===== config.mk =====
export PLATFORM = sky130hd
export DESIGN_NAME = recon_gpio2_flat
export DESIGN_NICKNAME = d
export VERILOG_FILES = /design/src/rtl/recon_gpio2_if.sv /design/src/rtl/recon_gpio2.sv /design/src/flat_wrapper.sv
export SDC_FILE = /design/constraint.sdc
export NUM_CORES = 1
export LEC_CHECK = 0
export CAP_MARGIN = 25
export CELL_PAD_IN_SITES_DETAIL_PLACEMENT = 0
export CELL_PAD_IN_SITES_GLOBAL_PLACEMENT = 1
export CORE_UTILIZATION = 45
export CTS_CLUSTER_SIZE = 30
export DETAILED_ROUTE_END_ITERATION = 12
export GPL_ROUTABILITY_DRIVEN = 0
export PLACE_DENSITY_LB_ADDON = 0.1
export SYNTH_ARGS = -nofsm -noshare
export SYNTH_HDL_FRONTEND = slang
export SYNTH_SLANG_ARGS = --single-unit

===== constraint.sdc =====
create_clock -name clk -period 3.6 [get_ports clk]
set_input_delay 0.54 -clock clk [delete_from_list [all_inputs] [get_ports clk]]
set_output_delay 0.54 -clock clk [all_outputs]
set_load 0.1 [all_outputs]

===== src/rtl/recon_gpio2_if.sv =====
// Avalon-MM slave bus bundle for recon_gpio2: word address, single-cycle
// write, one-cycle registered read.
interface recon_gpio2_if;
   logic [5:0]  address;
   logic        chipselect;
   logic        read;
   logic        write;
   logic [31:0] writedata;
   logic [31:0] readdata;

   modport master (output address, chipselect, read, write, writedata, input readdata);
   modport slave  (input address, chipselect, read, write, writedata, output readdata);
endinterface


===== src/rtl/recon_gpio2.sv =====
// Reconfigurable GPIO with edge interrupts, per-pin PWM and optional input
// debounce (compiled in when RECON_GPIO2_DBNC_EN is defined).
module recon_gpio2_pin #(
   parameter int DBNC_CYCLES = 1000,
   parameter int CW          = 8
) (
   input  logic          clk,
   input  logic          reset_n,
   input  logic          pin_in,
   input  logic          dbnc_ena,
   input  logic          redge,
   input  logic          fedge,
   input  logic [CW-1:0] pwm_cnt,
   input  logic [CW:0]   pwm_val,
   output logic          q,
   output logic          evt,
   output logic          pwm_out
);
   logic s1, s2, q_prev;

   always_ff @(posedge clk or negedge reset_n) begin
      if (!reset_n) begin
         s1      <= 1'b0;
         s2      <= 1'b0;
         q_prev  <= 1'b0;
         pwm_out <= 1'b0;
      end else begin
         s1      <= pin_in;
         s2      <= s1;
         q_prev  <= q;
         pwm_out <= ({1'b0, pwm_cnt} < pwm_val);
      end
   end

`ifdef RECON_GPIO2_DBNC_EN
   localparam int DW = (DBNC_CYCLES > 1) ? $clog2(DBNC_CYCLES) : 1;
   localparam logic [DW-1:0] DMAX = DW'(DBNC_CYCLES - 1);
   logic [DW-1:0] dcnt;

   // q only follows s2 after it has disagreed for DBNC_CYCLES consecutive cycles
   always_ff @(posedge clk or negedge reset_n) begin
      if (!reset_n) begin
         q    <= 1'b0;
         dcnt <= '0;
      end else if (!dbnc_ena || s2 == q || dcnt == DMAX) begin
         q    <= s2;
         dcnt <= '0;
      end else begin
         dcnt <= dcnt + 1'b1;
      end
   end
`else
   localparam int unused_dbnc_cycles = DBNC_CYCLES;
   logic unused_dbnc;
   assign unused_dbnc = dbnc_ena;

   always_ff @(posedge clk or negedge reset_n) begin
      if (!reset_n) q <= 1'b0;
      else          q <= s2;
   end
`endif

   assign evt = (q & ~q_prev & redge) | (~q & q_prev & fedge);
endmodule

module recon_gpio2 #(
   parameter int PORT_WIDTH     = 16,
   parameter int PWM_CNTR_WIDTH = 8,
   parameter int PWM_GROUPS     = 2,
   parameter int DBNC_CYCLES    = 1000
) (
   input  logic                  clk,
   input  logic                  reset_n,
   recon_gpio2_if.slave          bus,
   output logic                  irq,
   input  logic [PORT_WIDTH-1:0] io_in,
   output logic [PORT_WIDTH-1:0] io_out,
   output logic [PORT_WIDTH-1:0] io_oe,
   output logic [PORT_WIDTH-1:0] io_opdrn
);
   localparam int PW = PORT_WIDTH;
   localparam int CW = PWM_CNTR_WIDTH;
   localparam int G  = PWM_GROUPS;

   logic                 wr, rd;
   logic [PW-1:0]        wd, dir_r, out_r, opdrn_r, pwm_ena, irq_status;
   logic [PW-1:0]        redge, fedge, dbnc_ena, q, evt, pwm_out;
   logic [G-1:0][CW-1:0] pwm_period, pwm_cnt;
   logic [G-1:0]         per_we;
   logic [PW-1:0][CW:0]  pwm_val;
   logic [31:0]          rdata;
   logic                 unused_wd;

   assign wr        = bus.chipselect & bus.write;
   assign rd        = bus.chipselect & bus.read;
   assign wd        = bus.writedata[PW-1:0];
   assign unused_wd = ^bus.writedata;

   always_comb begin
      per_we = '0;
      for (int g = 0; g < G; g++) per_we[g] = wr && (bus.address == 6'(12 + g));
   end

   always_ff @(posedge clk or negedge reset_n) begin
      if (!reset_n) begin
         dir_r        <= '0;
         out_r        <= '0;
         opdrn_r      <= '0;
         pwm_ena      <= '0;
         redge        <= '0;
         fedge        <= '0;
         irq_status   <= '0;
         pwm_period   <= '1;
         pwm_val      <= '0;
         bus.readdata <= '0;
      end else begin
         if (wr) begin
            case (bus.address)
               6'd0:    dir_r   <= wd;
               6'd1:    out_r   <= wd;
               6'd3:    out_r   <= out_r | wd;
               6'd4:    out_r   <= out_r & ~wd;
               6'd5:    opdrn_r <= wd;
               6'd6:    pwm_ena <= wd;
               6'd9:    redge   <= wd;
               6'd10:   fedge   <= wd;
               default: ;
            endcase
         end
         for (int g = 0; g < G; g++)
            if (per_we[g]) pwm_period[g] <= bus.writedata[CW-1:0];
         for (int i = 0; i < PW; i++)
            if (wr && bus.address == 6'(16 + i)) pwm_val[i] <= bus.writedata[CW:0];
         // a new event on the same edge as its W1C keeps the bit set
         irq_status <= (irq_status & ~((wr && bus.address == 6'd7) ? wd : '0)) | evt;
         if (rd) bus.readdata <= rdata;
      end
   end

`ifdef RECON_GPIO2_DBNC_EN
   always_ff @(posedge clk or negedge reset_n) begin
      if (!reset_n)                       dbnc_ena <= '0;
      else if (wr && bus.address == 6'd11) dbnc_ena <= wd;
   end
`else
   assign dbnc_ena = '0;
`endif

   // period write restarts the group time base on the same edge
   always_ff @(posedge clk or negedge reset_n) begin
      if (!reset_n) begin
         pwm_cnt <= '0;
      end else begin
         for (int g = 0; g < G; g++) begin
            if (per_we[g] || pwm_cnt[g] >= pwm_period[g]) pwm_cnt[g] <= '0;
            else                                          pwm_cnt[g] <= pwm_cnt[g] + 1'b1;
         end
      end
   end

   always_comb begin
      rdata = '0;
      case (bus.address)
         6'd0:    rdata[PW-1:0] = dir_r;
         6'd1:    rdata[PW-1:0] = out_r;
         6'd2:    rdata[PW-1:0] = q;
         6'd5:    rdata[PW-1:0] = opdrn_r;
         6'd6:    rdata[PW-1:0] = pwm_ena;
         6'd7:    rdata[PW-1:0] = irq_status;
         6'd8:    rdata[PW-1:0] = redge | fedge;
         6'd9:    rdata[PW-1:0] = redge;
         6'd10:   rdata[PW-1:0] = fedge;
         6'd11:   rdata[PW-1:0] = dbnc_ena;
         default: ;
      endcase
      for (int g = 0; g < G; g++)
         if (bus.address == 6'(12 + g)) rdata[CW-1:0] = pwm_period[g];
      for (int i = 0; i < PW; i++)
         if (bus.address == 6'(16 + i)) rdata[CW:0] = pwm_val[i];
   end

   for (genvar i = 0; i < PW; i++) begin : g_pin
      recon_gpio2_pin #(.DBNC_CYCLES(DBNC_CYCLES), .CW(CW)) u_pin (
         .clk      (clk),
         .reset_n  (reset_n),
         .pin_in   (io_in[i]),
         .dbnc_ena (dbnc_ena[i]),
         .redge    (redge[i]),
         .fedge    (fedge[i]),
         .pwm_cnt  (pwm_cnt[i % G]),
         .pwm_val  (pwm_val[i]),
         .q        (q[i]),
         .evt      (evt[i]),
         .pwm_out  (pwm_out[i])
      );
   end

   assign io_oe    = dir_r | pwm_ena;
   assign io_out   = (pwm_ena & pwm_out) | (~pwm_ena & out_r);
   assign io_opdrn = opdrn_r;
   assign irq      = |irq_status;
endmodule


===== src/flat_wrapper.sv =====
// flat-port wrapper written by rule: the top's interface ports become plain ports
module recon_gpio2_flat 
#(
   parameter int PORT_WIDTH     = 16,
   parameter int PWM_CNTR_WIDTH = 8,
   parameter int PWM_GROUPS     = 2,
   parameter int DBNC_CYCLES    = 1000
)
  (clk, reset_n, irq, io_in, io_out, io_oe, io_opdrn, bus_address, bus_chipselect, bus_read, bus_write, bus_writedata, bus_readdata);
  recon_gpio2_if bus_i ();
  input  logic clk;
  input  logic reset_n;
  output logic irq;
  input  logic [PORT_WIDTH-1:0] io_in;
  output logic [PORT_WIDTH-1:0] io_out;
  output logic [PORT_WIDTH-1:0] io_oe;
  output logic [PORT_WIDTH-1:0] io_opdrn;
  input wire logic [$bits(bus_i.address)-1:0] bus_address;
  input wire logic [$bits(bus_i.chipselect)-1:0] bus_chipselect;
  input wire logic [$bits(bus_i.read)-1:0] bus_read;
  input wire logic [$bits(bus_i.write)-1:0] bus_write;
  input wire logic [$bits(bus_i.writedata)-1:0] bus_writedata;
  output wire logic [$bits(bus_i.readdata)-1:0] bus_readdata;
  assign bus_i.address = bus_address;
  assign bus_i.chipselect = bus_chipselect;
  assign bus_i.read = bus_read;
  assign bus_i.write = bus_write;
  assign bus_i.writedata = bus_writedata;
  assign bus_readdata = bus_i.readdata;
  recon_gpio2 #(.PORT_WIDTH(PORT_WIDTH), .PWM_CNTR_WIDTH(PWM_CNTR_WIDTH), .PWM_GROUPS(PWM_GROUPS), .DBNC_CYCLES(DBNC_CYCLES)) u_core (.clk(clk), .reset_n(reset_n), .bus(bus_i), .irq(irq), .io_in(io_in), .io_out(io_out), .io_oe(io_oe), .io_opdrn(io_opdrn));
endmodule

==> images/power_grid.png <==
Bar = 50 um. Pins as bars on the die edge.
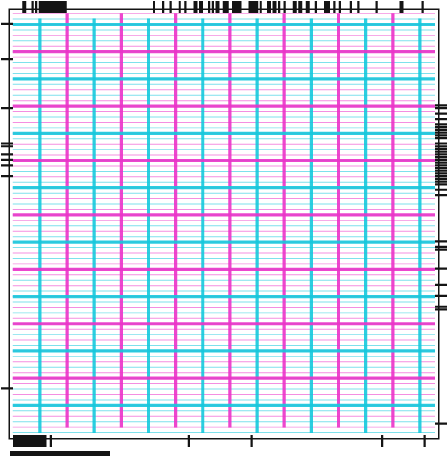
| net | colour |
|---|---|
| VDD | magenta |
| VSS | cyan |
met4 straps: 15
rows: 77
met1 rails: 78
met5 straps: 15
signal pins: 140

==> images/placement_by_type.png <==
Bar = 50 um.
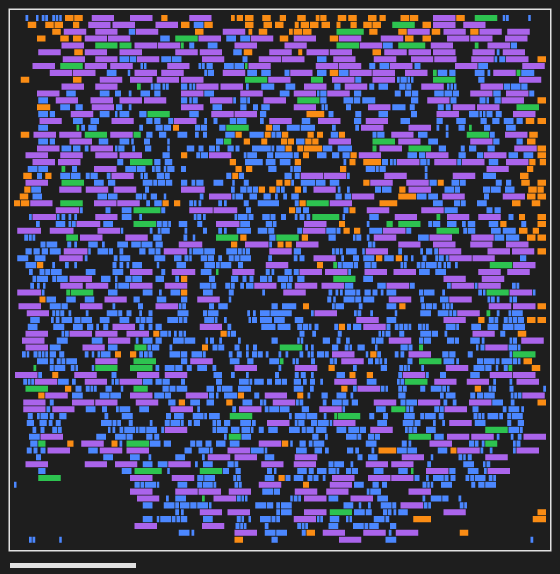
| class | colour | cells |
|---|---|---|
| clock drivers and dummy loads | green | 84 |
| remaining buffers and delay cells | orange | 199 |
| combinational and other logic | blue | 1390 |
| sequential cells | purple | 384 |

==> results.toml <==
# synthesis and place-and-route metrics
[outcome]
status = "complete, no violations"

[clock_network]
cts.htree.levels = 2
cts_tree = "built"
cts_buffers = 45
hold_buffers = 1
clk_pin_slew_worst_paths_ns = 0.06
clock_latency_ns = 0.59
clockBufferDepth = 3
postCtsSetupBuffers = 0
cts.repair.resized = 0

[yosys]
synth-seq-area-share_pct = 47.63
ys.flop_type = "dfrtp_1"
ys_sh_adder_pct = 8.045
synth.top_cell.area_share_pct = 45.55
async_flop_share_pct = 100.0
xor_area_share_pct = 0.5198
synth-compound-area-share_pct = 15.80
ys_sh_mux_pct = 11.69
largest_area_cell = "dfrtp_1"
area_leaders = "dfrtp_1 (46%), mux2_2 (9.2%), ha_1 (8.0%)"
ys_cells = 1849
logic_family = "AND-OR/OR-AND gates"
yosysWarnings = 0
simple_gate_share_pct = 11.14
ys_ff = 384

[flow_run]
warnings = 42
maxCapViolCount = 0

[placement]
pre_cts_slack_ns = 0.2737
detailed_place.area_mm2 = 0.02224
dp_hpwl_mm = 48.91

[global_route]
grt-ovfl-total = 0
met2_usage_pct = 47.85
grt_first_pass_wirelength_mm = 103.2
grtUsageTotal_pct = 30.23
antenna_found_initial = 2

[cells_and_area]
final_area_mm2 = 0.02379
ff_count = 384
largest_reg_flops = 144
num_antenna_cells = 0
final-nonclk-buf-share_pct = 7.520
drive_above_1_share_pct = 22.85
final_nets = 2209
seq_area_mm2 = 0.009629
fin_cells = 2649
seq-cell-share_pct = 40.47
num-nonclk-inverters = 133
area_delta_synth_final_pct = 17.68
comb_cells = 1257
clockNetworkAreaShare_pct = 6.405
regMostFlops = "u_core.pwm_val"
nClkBuffers = 60
comb_share_pct = 40.39
final_core_util_pct = 53.80
final_cell_mix = "dfrtp_1 (368), mux2_2 (165), nand2_1 (153)"
final_common_cell = "dfrtp_1"
fillers = 4006

[worst_setup_path]
cp_max_fo = 4
crit_buf_inv = 1
reg2reg_from = "u_core.pwm_cnt[9]"
worstPathArrival_ns = 2.38
cp.depth = 2
reg2reg_depth = 7
crit_path_end_kind = "output pin"
slowest_stage = "clkdlybuf4s50_1"
slowest_delay_ns = 1.13
worstReg2RegEnd = "u_core.pwm_cnt[9]"
cp.required_ns = 3.06
worstSetupPathType = "reg2out"
start_kind = "register"

[sta]
hold_ws_ns = 0.3407
layout_setup_ws_ns = 0.6839
tns_ns = 0
slew_headroom_pct = 33.86
min_period_ns = 2.916
fin_crit_sh_pct = 81.00
worstMarginPinSlew_ns = 0.9890
fmax_mhz = 342.9
grt_setup_unrepaired = "false"
hold_violations = 0

[pwr]
switching_share_pct = 35.99
p_clk_uw = 4720
p_comb_uw = 4070
total_power_uw = 14370
p_seq_uw = 5580
p_per_area_mw_per_mm2 = 604.1
p_sw_uw = 5173
clkPwrFrac_pct = 32.8
vdd_drop_max_mv = 0.4413
maxPowerGroup = "sequential cells"
combPwrFrac_pct = 28.3
intPower_uw = 9201

[die]
io_pins = 140
core_mm2 = 0.04422
fp_util_pct = 45.72
dieArea_mm2 = 0.04578
n_tap_cell = 592
num_rows = 77

[route]
drt-met1-wl_mm = 30.68
dr_wl_met3_mm = 3.913
antenna_left = 0
drt-wirelength-per-cell_um = 25.81
wl_met2_mm = 31.47
dr.first_iter.drc_count = 1427
drcViolationCount = 0
vias_per_cell = 5.852
top_layer = "met5"

[worst_hold_path]
hold_start = "u_core.g_pin[7].u_pin.s2"
hold_depth = 0
hp-class = "reg2reg"
==> images/clk_routes.png <==
Bar = 50 um.
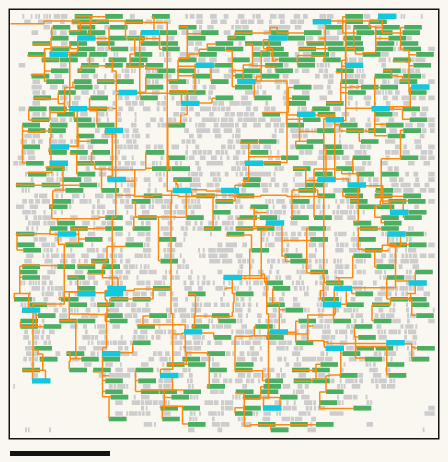
[clock wires] orange | length: 5330 um
[flip-flops] green | count: 384
[clock drivers] cyan | count: 45
routed clock nets: 46

cell usage after synthesis (5+ instances only):
master,n
o21ai_1,17
mux2_2,165
nor2_2,12
nor3_1,12
o21ai_0,117
mux2i_1,13
o22ai_1,28
mux2_4,10
a31oi_1,6
nor2_1,44
a221oi_1,19
a211oi_1,6
a21o_1,60
dfstp_2,16
a22o_1,23
a22oi_1,43
and2_1,11
dfrtp_1,368
buf_6,8
inv_1,131
ha_1,130
buf_4,32
nor4_1,8
nand3b_1,17
buf_2,12
or2_2,31
o211ai_1,30
and3_1,5
a21oi_1,85
nor2_4,7
xor2_1,8
nand2_1,153
clkbuf_1,37
nand2b_1,20
nand2_2,8
mux2_1,20
nand3_1,41
